Figure 1. The metal 1 layer (run 1).
Bar = 20 um. Supply wires on this layer in gray.
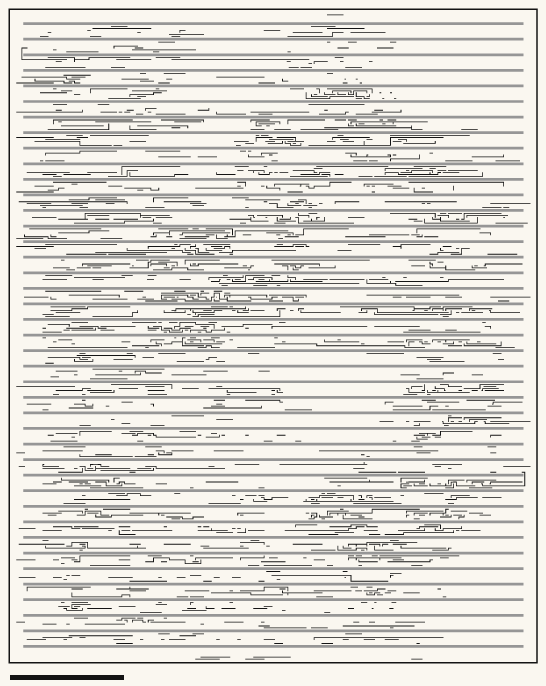
Figure 2. Signal wires on met2 (run 1).
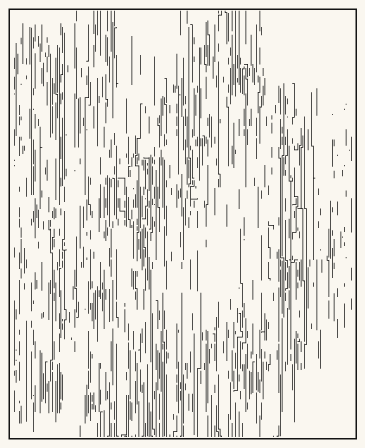
Figure 3. Signal wires on met3 (run 1).
Bar = 20 um. Cells faint in the background.
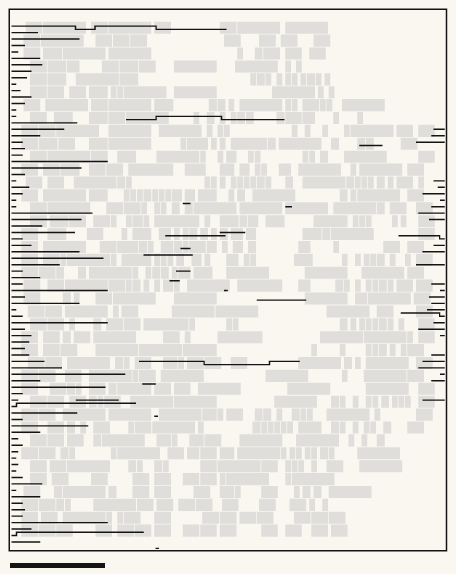
### config.mk
export PLATFORM = sky130hd
export DESIGN_NAME = vbus_arbiter
export DESIGN_NICKNAME = d
export VERILOG_FILES = /design/src/rtl/vbus_arbiter.sv
export SDC_FILE = /design/constraint.sdc
export NUM_CORES = 1
export LEC_CHECK = 0
export ABC_AREA = 1
export CAP_MARGIN = 30
export CORE_ASPECT_RATIO = 1.25
export CORE_MARGIN = 2
export CORE_UTILIZATION = 43
export DETAILED_ROUTE_END_ITERATION = 8
export PLACE_DENSITY = 0.8
export SLEW_MARGIN = 0
export SYNTH_ARGS = -nofsm -noshare
export SYNTH_HDL_FRONTEND = slang
export SYNTH_SLANG_ARGS = --single-unit
### constraint.sdc
create_clock -name clk -period 2.1 [get_ports clk]
set_input_delay 0.42 -clock clk [delete_from_list [all_inputs] [get_ports clk]]
set_output_delay 0.42 -clock clk [all_outputs]
set_load 0.02 [all_outputs]
### src/rtl/vbus_arbiter.sv
// 68k-side memory bus arbiter: shares the MEM_* port between the CPU and the vdp DMA engine.
// DMA ownership changes only between CPU cycles. A watchdog force-completes accesses that MEM_ACK never ends.

module vbus_arbiter_chk (
  input logic clk,
  input logic rst_n,
  input logic cpu_dtack_n,
  input logic vbus_dtack_n,
  input logic vbus_dma_ack,
  input logic mem_sel,
  input logic mem_rnw,
  input logic bus_timeout
);

  a_single_dtack: assert property (@(posedge clk) disable iff (!rst_n)
    !(!cpu_dtack_n && !vbus_dtack_n));

  a_cpu_dtack_not_granted: assert property (@(posedge clk) disable iff (!rst_n)
    !cpu_dtack_n |-> !vbus_dma_ack);

  a_dma_reads_only: assert property (@(posedge clk) disable iff (!rst_n)
    (mem_sel && vbus_dma_ack) |-> mem_rnw);

  a_timeout_completes: assert property (@(posedge clk) disable iff (!rst_n)
    bus_timeout |-> (!cpu_dtack_n || !vbus_dtack_n));

endmodule

module vbus_arbiter #(
  parameter int AW = 23,
  parameter int DW = 16,
  parameter int TIMEOUT = 255,
  parameter logic [DW-1:0] TO_DATA = 16'hFFFF
) (
  input  logic          clk,
  input  logic          rst_n,
  input  logic          cpu_sel,
  input  logic [AW-1:0] cpu_a,
  input  logic          cpu_rnw,
  input  logic          cpu_uds_n,
  input  logic          cpu_lds_n,
  input  logic [DW-1:0] cpu_di,
  output logic [DW-1:0] cpu_do,
  output logic          cpu_dtack_n,
  input  logic          vbus_dma_req,
  output logic          vbus_dma_ack,
  input  logic          vbus_sel,
  input  logic [AW-1:0] vbus_addr,
  input  logic          vbus_uds_n,
  input  logic          vbus_lds_n,
  output logic [DW-1:0] vbus_data,
  output logic          vbus_dtack_n,
  output logic          mem_sel,
  output logic [AW-1:0] mem_addr,
  output logic          mem_rnw,
  output logic          mem_uds_n,
  output logic          mem_lds_n,
  output logic [DW-1:0] mem_do,
  input  logic [DW-1:0] mem_di,
  input  logic          mem_ack,
  output logic          bus_timeout
);

  localparam int WDW = (TIMEOUT < 256) ? 8 : $clog2(TIMEOUT + 1);
  localparam logic [WDW-1:0] WD_LAST = WDW'(TIMEOUT - 1);

  typedef enum logic [2:0] {
    IDLE    = 3'd0,
    CPU_ACC = 3'd1,
    CPU_END = 3'd2,
    DMA_OWN = 3'd3,
    DMA_ACC = 3'd4,
    DMA_END = 3'd5
  } state_t;

  state_t         state_r;
  state_t         state_nx;
  logic [WDW-1:0] wdog_r;
  logic           in_acc_s;
  logic           acc_done_s;
  logic           wd_expire_s;

  // State register
  always_ff @(posedge clk or negedge rst_n) begin
    if (!rst_n) begin
      state_r <= IDLE;
    end else begin
      state_r <= state_nx;
    end
  end

  // Next-state decode and access-completion detection (a real ack on the terminal count wins)
  always_comb begin
    state_nx    = state_r;
    in_acc_s    = (state_r == CPU_ACC) || (state_r == DMA_ACC);
    acc_done_s  = 1'b0;
    wd_expire_s = 1'b0;
    if (in_acc_s) begin
      if (mem_ack) begin
        acc_done_s = 1'b1;
      end else if (wdog_r == WD_LAST) begin
        acc_done_s  = 1'b1;
        wd_expire_s = 1'b1;
      end else begin
        acc_done_s = 1'b0;
      end
    end else begin
      acc_done_s = 1'b0;
    end

    case (state_r)
      IDLE: begin
        if (vbus_dma_req) begin
          state_nx = DMA_OWN;
        end else if (cpu_sel) begin
          state_nx = CPU_ACC;
        end else begin
          state_nx = IDLE;
        end
      end
      CPU_ACC: begin
        if (acc_done_s) begin
          state_nx = CPU_END;
        end else begin
          state_nx = CPU_ACC;
        end
      end
      CPU_END: begin
        if (cpu_sel) begin
          state_nx = CPU_END;
        end else begin
          state_nx = IDLE;
        end
      end
      DMA_OWN: begin
        if (!vbus_dma_req) begin
          state_nx = IDLE;
        end else if (vbus_sel) begin
          state_nx = DMA_ACC;
        end else begin
          state_nx = DMA_OWN;
        end
      end
      DMA_ACC: begin
        if (acc_done_s) begin
          state_nx = DMA_END;
        end else begin
          state_nx = DMA_ACC;
        end
      end
      DMA_END: begin
        if (vbus_sel) begin
          state_nx = DMA_END;
        end else begin
          state_nx = DMA_OWN;
        end
      end
      default: state_nx = IDLE;
    endcase
  end

  // Watchdog: zero outside an access, counts every access cycle
  always_ff @(posedge clk or negedge rst_n) begin
    if (!rst_n) begin
      wdog_r <= '0;
    end else if (in_acc_s) begin
      wdog_r <= wdog_r + WDW'(1);
    end else begin
      wdog_r <= '0;
    end
  end

  // Registered bus outputs; the MEM_* request is latched once when an access starts
  always_ff @(posedge clk or negedge rst_n) begin
    if (!rst_n) begin
      cpu_do       <= '0;
      cpu_dtack_n  <= 1'b1;
      vbus_dma_ack <= 1'b0;
      vbus_data    <= '0;
      vbus_dtack_n <= 1'b1;
      mem_sel      <= 1'b0;
      mem_addr     <= '0;
      mem_rnw      <= 1'b1;
      mem_uds_n    <= 1'b1;
      mem_lds_n    <= 1'b1;
      mem_do       <= '0;
      bus_timeout  <= 1'b0;
    end else begin
      bus_timeout <= 1'b0;
      case (state_r)
        IDLE: begin
          if (vbus_dma_req) begin
            vbus_dma_ack <= 1'b1;
          end else if (cpu_sel) begin
            mem_sel   <= 1'b1;
            mem_addr  <= cpu_a;
            mem_rnw   <= cpu_rnw;
            mem_uds_n <= cpu_uds_n;
            mem_lds_n <= cpu_lds_n;
            mem_do    <= cpu_di;
          end
        end
        CPU_ACC: begin
          if (acc_done_s) begin
            mem_sel     <= 1'b0;
            mem_rnw     <= 1'b1;
            mem_uds_n   <= 1'b1;
            mem_lds_n   <= 1'b1;
            cpu_dtack_n <= 1'b0;
            bus_timeout <= wd_expire_s;
            if (mem_rnw) begin
              cpu_do <= wd_expire_s ? TO_DATA : mem_di;
            end
          end
        end
        CPU_END: begin
          if (!cpu_sel) begin
            cpu_dtack_n <= 1'b1;
          end
        end
        DMA_OWN: begin
          if (!vbus_dma_req) begin
            vbus_dma_ack <= 1'b0;
          end else if (vbus_sel) begin
            mem_sel   <= 1'b1;
            mem_addr  <= vbus_addr;
            mem_rnw   <= 1'b1;
            mem_uds_n <= vbus_uds_n;
            mem_lds_n <= vbus_lds_n;
          end
        end
        DMA_ACC: begin
          if (acc_done_s) begin
            mem_sel      <= 1'b0;
            mem_uds_n    <= 1'b1;
            mem_lds_n    <= 1'b1;
            vbus_dtack_n <= 1'b0;
            bus_timeout  <= wd_expire_s;
            vbus_data    <= wd_expire_s ? TO_DATA : mem_di;
          end
        end
        DMA_END: begin
          if (!vbus_sel) begin
            vbus_dtack_n <= 1'b1;
          end
        end
        default: begin
          mem_sel <= 1'b0;
        end
      endcase
    end
  end

  vbus_arbiter_chk u_chk (
    .clk          (clk),
    .rst_n        (rst_n),
    .cpu_dtack_n  (cpu_dtack_n),
    .vbus_dtack_n (vbus_dtack_n),
    .vbus_dma_ack (vbus_dma_ack),
    .mem_sel      (mem_sel),
    .mem_rnw      (mem_rnw),
    .bus_timeout  (bus_timeout)
  );

endmodule

==> results.json, run 1 <==
{
  "cp-end-kind": "output pin",
  "pwr-share-comb_pct": 51.0,
  "path_max_fanout": 2,
  "p_sw_share_pct": 39.1,
  "clock_latency_ns": 0.32,
  "post_cts_resized": 0,
  "synth-edff-count": 0,
  "io_pins": 168,
  "crit_chain": "clkdlybuf4s50_1",
  "cts_tree": "yes",
  "max-slew-margin-rel_pct": 65.6,
  "power_leakage_nw": 3.05,
  "top_power_group": "combinational cells",
  "cp_slowest_cell": "clkdlybuf4s50_1",
  "cts_root_buffer": "clkbuf_16",
  "ant_nets": 0,
  "comb_power_mw": 4.51,
  "dp.cells": 722,
  "startpoint": "cpu_dtack_n",
  "die_y_um": 114,
  "path_delay_family": "buffers and inverters",
  "async_flop_share_pct": 100,
  "n_all_inverters": 33,
  "mostFrequentLayoutCell": "clkdlybuf4s50_1",
  "yosys-stat-area_mm2": 0.00416,
  "logic_family": "simple AND/OR/NAND/NOR gates",
  "drive_gt1_share_pct": 11.1,
  "htree_levels": 3,
  "clock_path_buffers": 2,
  "ys_cells": 437,
  "final_cells": 739,
  "core_util_floorplan_pct": 43.7,
  "area_delta_synth_final_pct": 50.3,
  "maxSlewViolCount": 0,
  "hold_ws_ns": 0.0444,
  "use_met1_pct": 25.0,
  "power_frac_seq_pct": 32.9,
  "drv_cap": 0,
  "cts_setup_buffers": 0,
  "num-multi-input-gates": 298,
  "finalSetupViolCount": 0,
  "io_buffers": 167,
  "largest_cell_class": "registers",
  "flop_cell": "dfrtp_1",
  "mux_share_pct": 9.88,
  "hpwlAfterDp_mm": 8.03,
  "top_area_share_pct": 51.2,
  "grt_overflow": 0,
  "fin_setup_tns_ns": 0,
  "met2_length_mm": 5.24,
  "core-area_mm2": 0.00951,
  "fin_worst_skew_ns": 0.00656,
  "synth.area.top_cells": "dfrtp_1 51%, nand2_1 12%, o21ai_0 6.3%",
  "power_mw": 8.86,
  "ys_sh_xor_pct": 0.211,
  "ys_warn_count": 0,
  "cpPeakStageDelay_ns": 0.63,
  "wl_met3_um": 818,
  "synthTopCellsByCount": "136 x nand2_1, 85 x dfrtp_1, 52 x o21ai_0",
  "cts_hold_buffers": 0,
  "rsz0062_at_grt": "no",
  "rr_startpoint": "wdog_r[0]",
  "status": "complete, no violations",
  "ys_seq_share_pct": 54.4,
  "buffer_area_share_pct": 28.4,
  "firstDrtPassIters": 4,
  "ys_sh_simple_pct": 20.5,
  "numCtsBuffers": 9,
  "path_buffers": 1,
  "grt_pass1_wl_mm": 17.3,
  "ys_sh_aoi_pct": 8.82,
  "grt_usage_pct": 20.7,
  "holdCritPathClass": "input port to async pin",
  "fin_crit_ns": 1.91,
  "finalHoldViolCount": 0,
  "antenna_cells": 0,
  "peakVddDrop_uv": 728,
  "utilization_pct": 65.7,
  "synth_adder_area_share_pct": 0.602,
  "met1Wirelength_mm": 4.19,
  "path_clk_slew_ns": 0.06,
  "rr_endpoint": "cpu_do[3]",
  "cp.required_ns": 1.68,
  "global_route.usage.met3_pct": 7.00,
  "viasPerCell": 4.84,
  "die-width_um": 91.9,
  "crit_type": "flop to output pin",
  "antenna_found_initial": 0,
  "fmax_mhz": 522,
  "p_int_mw": 5.39,
  "warnings": 27,
  "start_kind": "flop",
  "power.share.clock_pct": 16.1,
  "final_cell_mix": "166 x clkdlybuf4s50_1, 136 x nand2_1, 85 x dfrtp_1",
  "synth_nets": 528,
  "grt_pass1_vias": 3613,
  "clock_area_share_pct": 4.29,
  "ys_types": 34,
  "first_iter_violations": 139,
  "ys_seq_elements": 90,
  "p_per_area_mw_per_mm2": 1420,
  "wl_per_cell_um": 14.0,
  "worst_pin_slew_ns": 0.515,
  "seq-cell-share_pct": 36.2,
  "rows": 40,
  "fillers": 777,
  "p_clk_mw": 1.43,
  "cts.sinks": 90,
  "clock_buffer_count": 13,
  "synthCells": 437,
  "comb_share_pct": 26.6,
  "num-nonclk-buffers": 176,
  "num_tap_cells": 126,
  "seq_area_mm2": 0.00226,
  "arrival_ns": 1.49,
  "path_depth": 1,
  "p_sw_mw": 3.47,
  "syn_area_per_cell_um2": 9.51,
  "layout.nets": 699,
  "syn-cell-area_mm2": 0.00416,
  "ff_count": 90,
  "grt_busiest_layer": "met2",
  "pg_seq_mw": 2.91,
  "period_used_pct": 91.1
}
About Figure 1:
longest straight run: 24.4 um
main direction: horizontal
share of all routed wire: 40%
nets with wire on the layer: 606
wire length on this layer: 4,190 um

About Figure 2:
wire length on this layer: 5,240 um
longest straight run: 44.7 um
nets with wire on the layer: 575
DRT Wirelength: 10.4 mm
GR met2 Demand/Resource: 34.9%

About Figure 3:
share of all routed wire: 7.9%
nets with wire on the layer: 121
wire length on this layer: 819 um

==> run 1: sequential cells by signal, summed over array words and instances (netlist names) <==
| register | flops |
|---|---|
| wdog_r | 8 |
| vbus_dtack_n | 1 |
| mem_sel | 1 |
| state_r | 3 |
| mem_lds_n | 1 |
| bus_timeout | 1 |
| mem_addr | 23 |
| mem_uds_n | 1 |
| cpu_dtack_n | 1 |
| vbus_dma_ack | 1 |
| mem_do | 16 |
| vbus_data | 16 |
| mem_rnw | 1 |
| cpu_do | 16 |
==> run 1: stage by stage <==
stage / area, um^2 / setup WS [ns]
final: 6250 / 0.186
after global routing: 6250 / 0.0698
after CTS: 6230 / 0.166
after detailed placement: 5960 / 0.0284
after global placement: 5960 / 0.0942
after floorplan: 4160 / 0.477
==> run 2, diff against run 1 <==
Settings changed: SKIP_LAST_GASP set to 1.
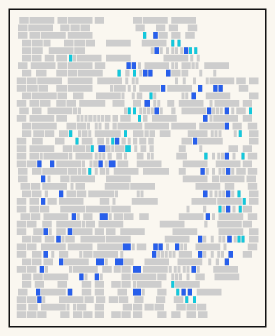
Figure 4: run 2, selected gate families.
| color | family | cells | most used |
|---|---|---|---|
| blue | inverting AOI/OAI gates | 66 | o21ai_0 |
| cyan | inverters | 33 | inv_1 |

==> run 2 against run 1 <==
- first-iteration DRC count stayed put
- sequential power hardly changed
- clock power hardly changed
- global-route usage stayed put
- highest routed layer unchanged
- critical path depth stayed put
- via count stayed put
==> results.json, run 2 <==
{
  "synth_nets": 528,
  "grt_usage_pct": 20.7,
  "p_sw_share_pct": 39.1,
  "fillers": 777,
  "fmax_mhz": 522,
  "ys_sh_simple_pct": 20.5,
  "comb_share_pct": 26.6,
  "crit_type": "flop to output pin",
  "pg_seq_mw": 2.91,
  "mostFrequentLayoutCell": "clkdlybuf4s50_1",
  "cts_setup_buffers": 0,
  "utilization_pct": 65.7,
  "rows": 40,
  "postLayoutSetupSlackWorst_ns": 0.186,
  "synth_adder_area_share_pct": 0.602,
  "drive_gt1_share_pct": 11.1,
  "largest_register": "mem_addr",
  "warnings": 27,
  "ys_seq_share_pct": 54.4,
  "final_cell_mix": "166 x clkdlybuf4s50_1, 136 x nand2_1, 85 x dfrtp_1",
  "flop_cell": "dfrtp_1",
  "p_sw_mw": 3.47,
  "numCtsBuffers": 9,
  "cp.required_ns": 1.68,
  "core_util_floorplan_pct": 43.7,
  "num-nonclk-buffers": 176,
  "htree_levels": 3,
  "ys_seq_elements": 90,
  "p_clk_mw": 1.43,
  "ys_sh_xor_pct": 0.211,
  "finalSetupViolCount": 0,
  "p_per_area_mw_per_mm2": 1420,
  "fin_worst_skew_ns": 0.00656,
  "post_cts_resized": 0,
  "core-area_mm2": 0.00951,
  "ys_cells": 437,
  "grt_overflow": 0,
  "syn_area_per_cell_um2": 9.51,
  "ff_count": 90,
  "finalHoldViolCount": 0,
  "antenna_cells": 0,
  "cts.sinks": 90,
  "synth.area.top_cells": "dfrtp_1 51%, nand2_1 12%, o21ai_0 6.3%",
  "rr_startpoint": "wdog_r[0]",
  "firstDrtPassIters": 4,
  "hpwlAfterDp_mm": 8.03,
  "top_area_share_pct": 51.2,
  "synthTopCellsByCount": "136 x nand2_1, 85 x dfrtp_1, 52 x o21ai_0",
  "p_int_mw": 5.39,
  "start_kind": "flop",
  "holdCritPathClass": "input port to async pin",
  "maxSlewViolCount": 0,
  "num_tap_cells": 126,
  "async_flop_share_pct": 100,
  "seq_area_mm2": 0.00226,
  "power_mw": 8.86,
  "grt_pass1_vias": 3613,
  "ys_warn_count": 0,
  "wl_per_cell_um": 14.0,
  "rsz0062_at_grt": "no",
  "grt_pass1_wl_mm": 17.3,
  "place_ws_ns": 0.0284,
  "dpl_cell_area_mm2": 0.00596,
  "seq-cell-share_pct": 36.2,
  "clock_latency_ns": 0.32,
  "finalWirelength_mm": 10.4,
  "power_leakage_nw": 3.05,
  "power_frac_seq_pct": 32.9,
  "comb_power_mw": 4.51,
  "stdcell_area_mm2": 0.00625,
  "path_max_fanout": 2,
  "mux_share_pct": 9.88,
  "area_delta_synth_final_pct": 50.3,
  "period_used_pct": 91.1,
  "status": "complete, no violations",
  "fin_setup_tns_ns": 0,
  "ant_nets": 0,
  "path_delay_family": "buffers and inverters",
  "die-width_um": 91.9,
  "cp-end-kind": "output pin",
  "peakVddDrop_uv": 728,
  "dp.cells": 722,
  "yosys-stat-area_mm2": 0.00416,
  "die_y_um": 114,
  "cts_root_buffer": "clkbuf_16",
  "cp_slowest_cell": "clkdlybuf4s50_1",
  "io_buffers": 167
}
run 2: cell counts after synthesis:
Identical to the previous run, type by type.
run 2: how the worst max path moves through the flow:
stage,startpoint,end,slack (ns),depth (start not counted)
detailed placement,vbus_dma_req,mem_do[3],0.03,4
finish,cpu_dtack_n,cpu_dtack_n,0.19,1
global route,wdog_r[0],cpu_do[3],0.07,10
global placement,vbus_dma_req,mem_do[12],0.09,4
CTS,cpu_dtack_n,cpu_dtack_n,0.17,1
floorplan,wdog_r[0],cpu_do[10],0.48,10
run 2: per-layer routing:
metal	global-route usage (%)	vias up	wire (um)	part of all wire, %
li1	-	1773	-	-
met1	25.0	1658	4190	40
met2	34.9	139	5240	51
met3	7.00	8	818	7.9
met4	7.06	0	133	1.3
met5	0	-	0	0
Figure 5. Signal wires on met2 (run 2).
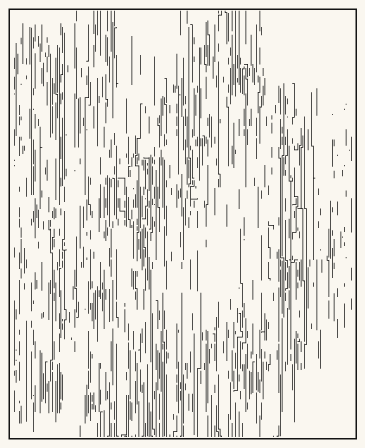

==> run 3, diff against run 2 <==
Clock period 2.1 ns to 1.9 ns, I/O delays scaled along.
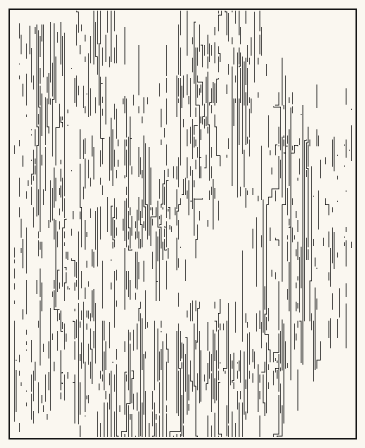
Figure 6: run 3, signal wires on met2.
GR met2 Demand/Resource: 36.5%
Vias: 3,591
DRT Wirelength: 10.7 mm

==> run 3 against run 2 <==
- hold slack improved by 0.040 ns
- global-route usage increased by 0.59 points
- worst setup slack got worse by 0.15 ns
- clock-buffer cell count increased by 2
- sequential share of layout area decreased by 0.53 points
- die area unchanged
- largest power group unchanged
- highest routed layer unchanged
==> results.json, run 3 <==
{
  "ys_types": 34,
  "cts_hold_buffers": 0,
  "grt_overflow": 0,
  "warnings": 27,
  "cts.sinks": 90,
  "path_clk_slew_ns": 0.06,
  "crit_chain": "clkdlybuf4s50_1",
  "die_y_um": 114,
  "flop_cell": "dfrtp_1",
  "holdCritPathClass": "input port to async pin",
  "area_delta_synth_final_pct": 52.6,
  "hpwlAfterDp_mm": 8.09,
  "pg_seq_mw": 3.22,
  "cts_setup_buffers": 0,
  "ys_sh_aoi_pct": 8.82,
  "fin_crit_ns": 1.86,
  "cts_tree": "yes",
  "syn-cell-area_mm2": 0.00416,
  "ys_seq_share_pct": 54.4,
  "logic_family": "simple AND/OR/NAND/NOR gates",
  "p_int_mw": 6.22,
  "ys_warn_count": 0,
  "wl_met3_um": 975,
  "async_flop_share_pct": 100,
  "largest_reg_flops": 23,
  "cpPeakStageDelay_ns": 0.60,
  "p_sw_share_pct": 38.4,
  "final_cells": 741,
  "firstDrtPassIters": 4,
  "cp.required_ns": 1.52,
  "path_buffers": 1,
  "ys_cells": 437,
  "finalHoldViolCount": 0,
  "synth_adder_area_share_pct": 0.602,
  "arrival_ns": 1.48,
  "die-width_um": 91.9,
  "worst_pin_slew_ns": 0.520,
  "dpl_cell_area_mm2": 0.00600,
  "routed.top_layer": "met4",
  "utilization_pct": 66.7,
  "mux_share_pct": 9.88,
  "status": "complete, no violations",
  "grt_pass1_vias": 3608,
  "synth-edff-count": 0,
  "p_per_area_mw_per_mm2": 1590,
  "stdcell_area_mm2": 0.00634,
  "fin_worst_skew_ns": 0.00418,
  "hold_ws_ns": 0.0845,
  "synthTopCellsByCount": "136 x nand2_1, 85 x dfrtp_1, 52 x o21ai_0",
  "layout.nets": 701,
  "met2_length_mm": 5.31,
  "clock_path_buffers": 2,
  "finalSetupViolCount": 0,
  "path_max_fanout": 3,
  "largest_register": "mem_addr",
  "yosys-stat-area_mm2": 0.00416,
  "grt_usage_pct": 21.3,
  "fmax_mhz": 537,
  "grt_busiest_layer": "met2",
  "core-area_mm2": 0.00951,
  "crit_type": "flop to output pin",
  "power.share.clock_pct": 18.2,
  "drive_gt1_share_pct": 11.5,
  "ys_sh_xor_pct": 0.211,
  "power_leakage_nw": 3.10,
  "cts_root_buffer": "clkbuf_16",
  "final_cell_mix": "165 x clkdlybuf4s50_1, 136 x nand2_1, 85 x dfrtp_1",
  "mostFrequentLayoutCell": "clkdlybuf4s50_1",
  "antenna_cells": 0
}
## run 3: path summary, 6_finish.rpt
check                                from            to  slack, ns  depth (start not counted)
min in group clk                mem_uds_n     mem_uds_n       0.48                          2
worst min register to register  mem_uds_n     mem_uds_n       0.48                          2
worst min-delay path                rst_n     mem_do[9]       0.08                          2
max in group asynchronous           rst_n  vbus_dtack_n       1.42                          2
worst max-delay path              mem_rnw       mem_rnw       0.04                          1
worst max register to register  wdog_r[0]     cpu_do[8]       0.20                         10
## run 3: layout make-up
| type | instances | area (um^2) |
|---|---|---|
| Tap cell | 126 | 158 |
| Multi-Input combinational cell | 298 | 1660 |
| Timing Repair Buffer | 178 | 1820 |
| Sequential cell | 90 | 2260 |
| Clock inverter | 1 | 30.0 |
| Fill cell | 774 | 3170 |
| Inverter | 33 | 126 |
| Clock buffer | 15 | 288 |
No activity file was given, so power comes from the tool's default toggle rates.
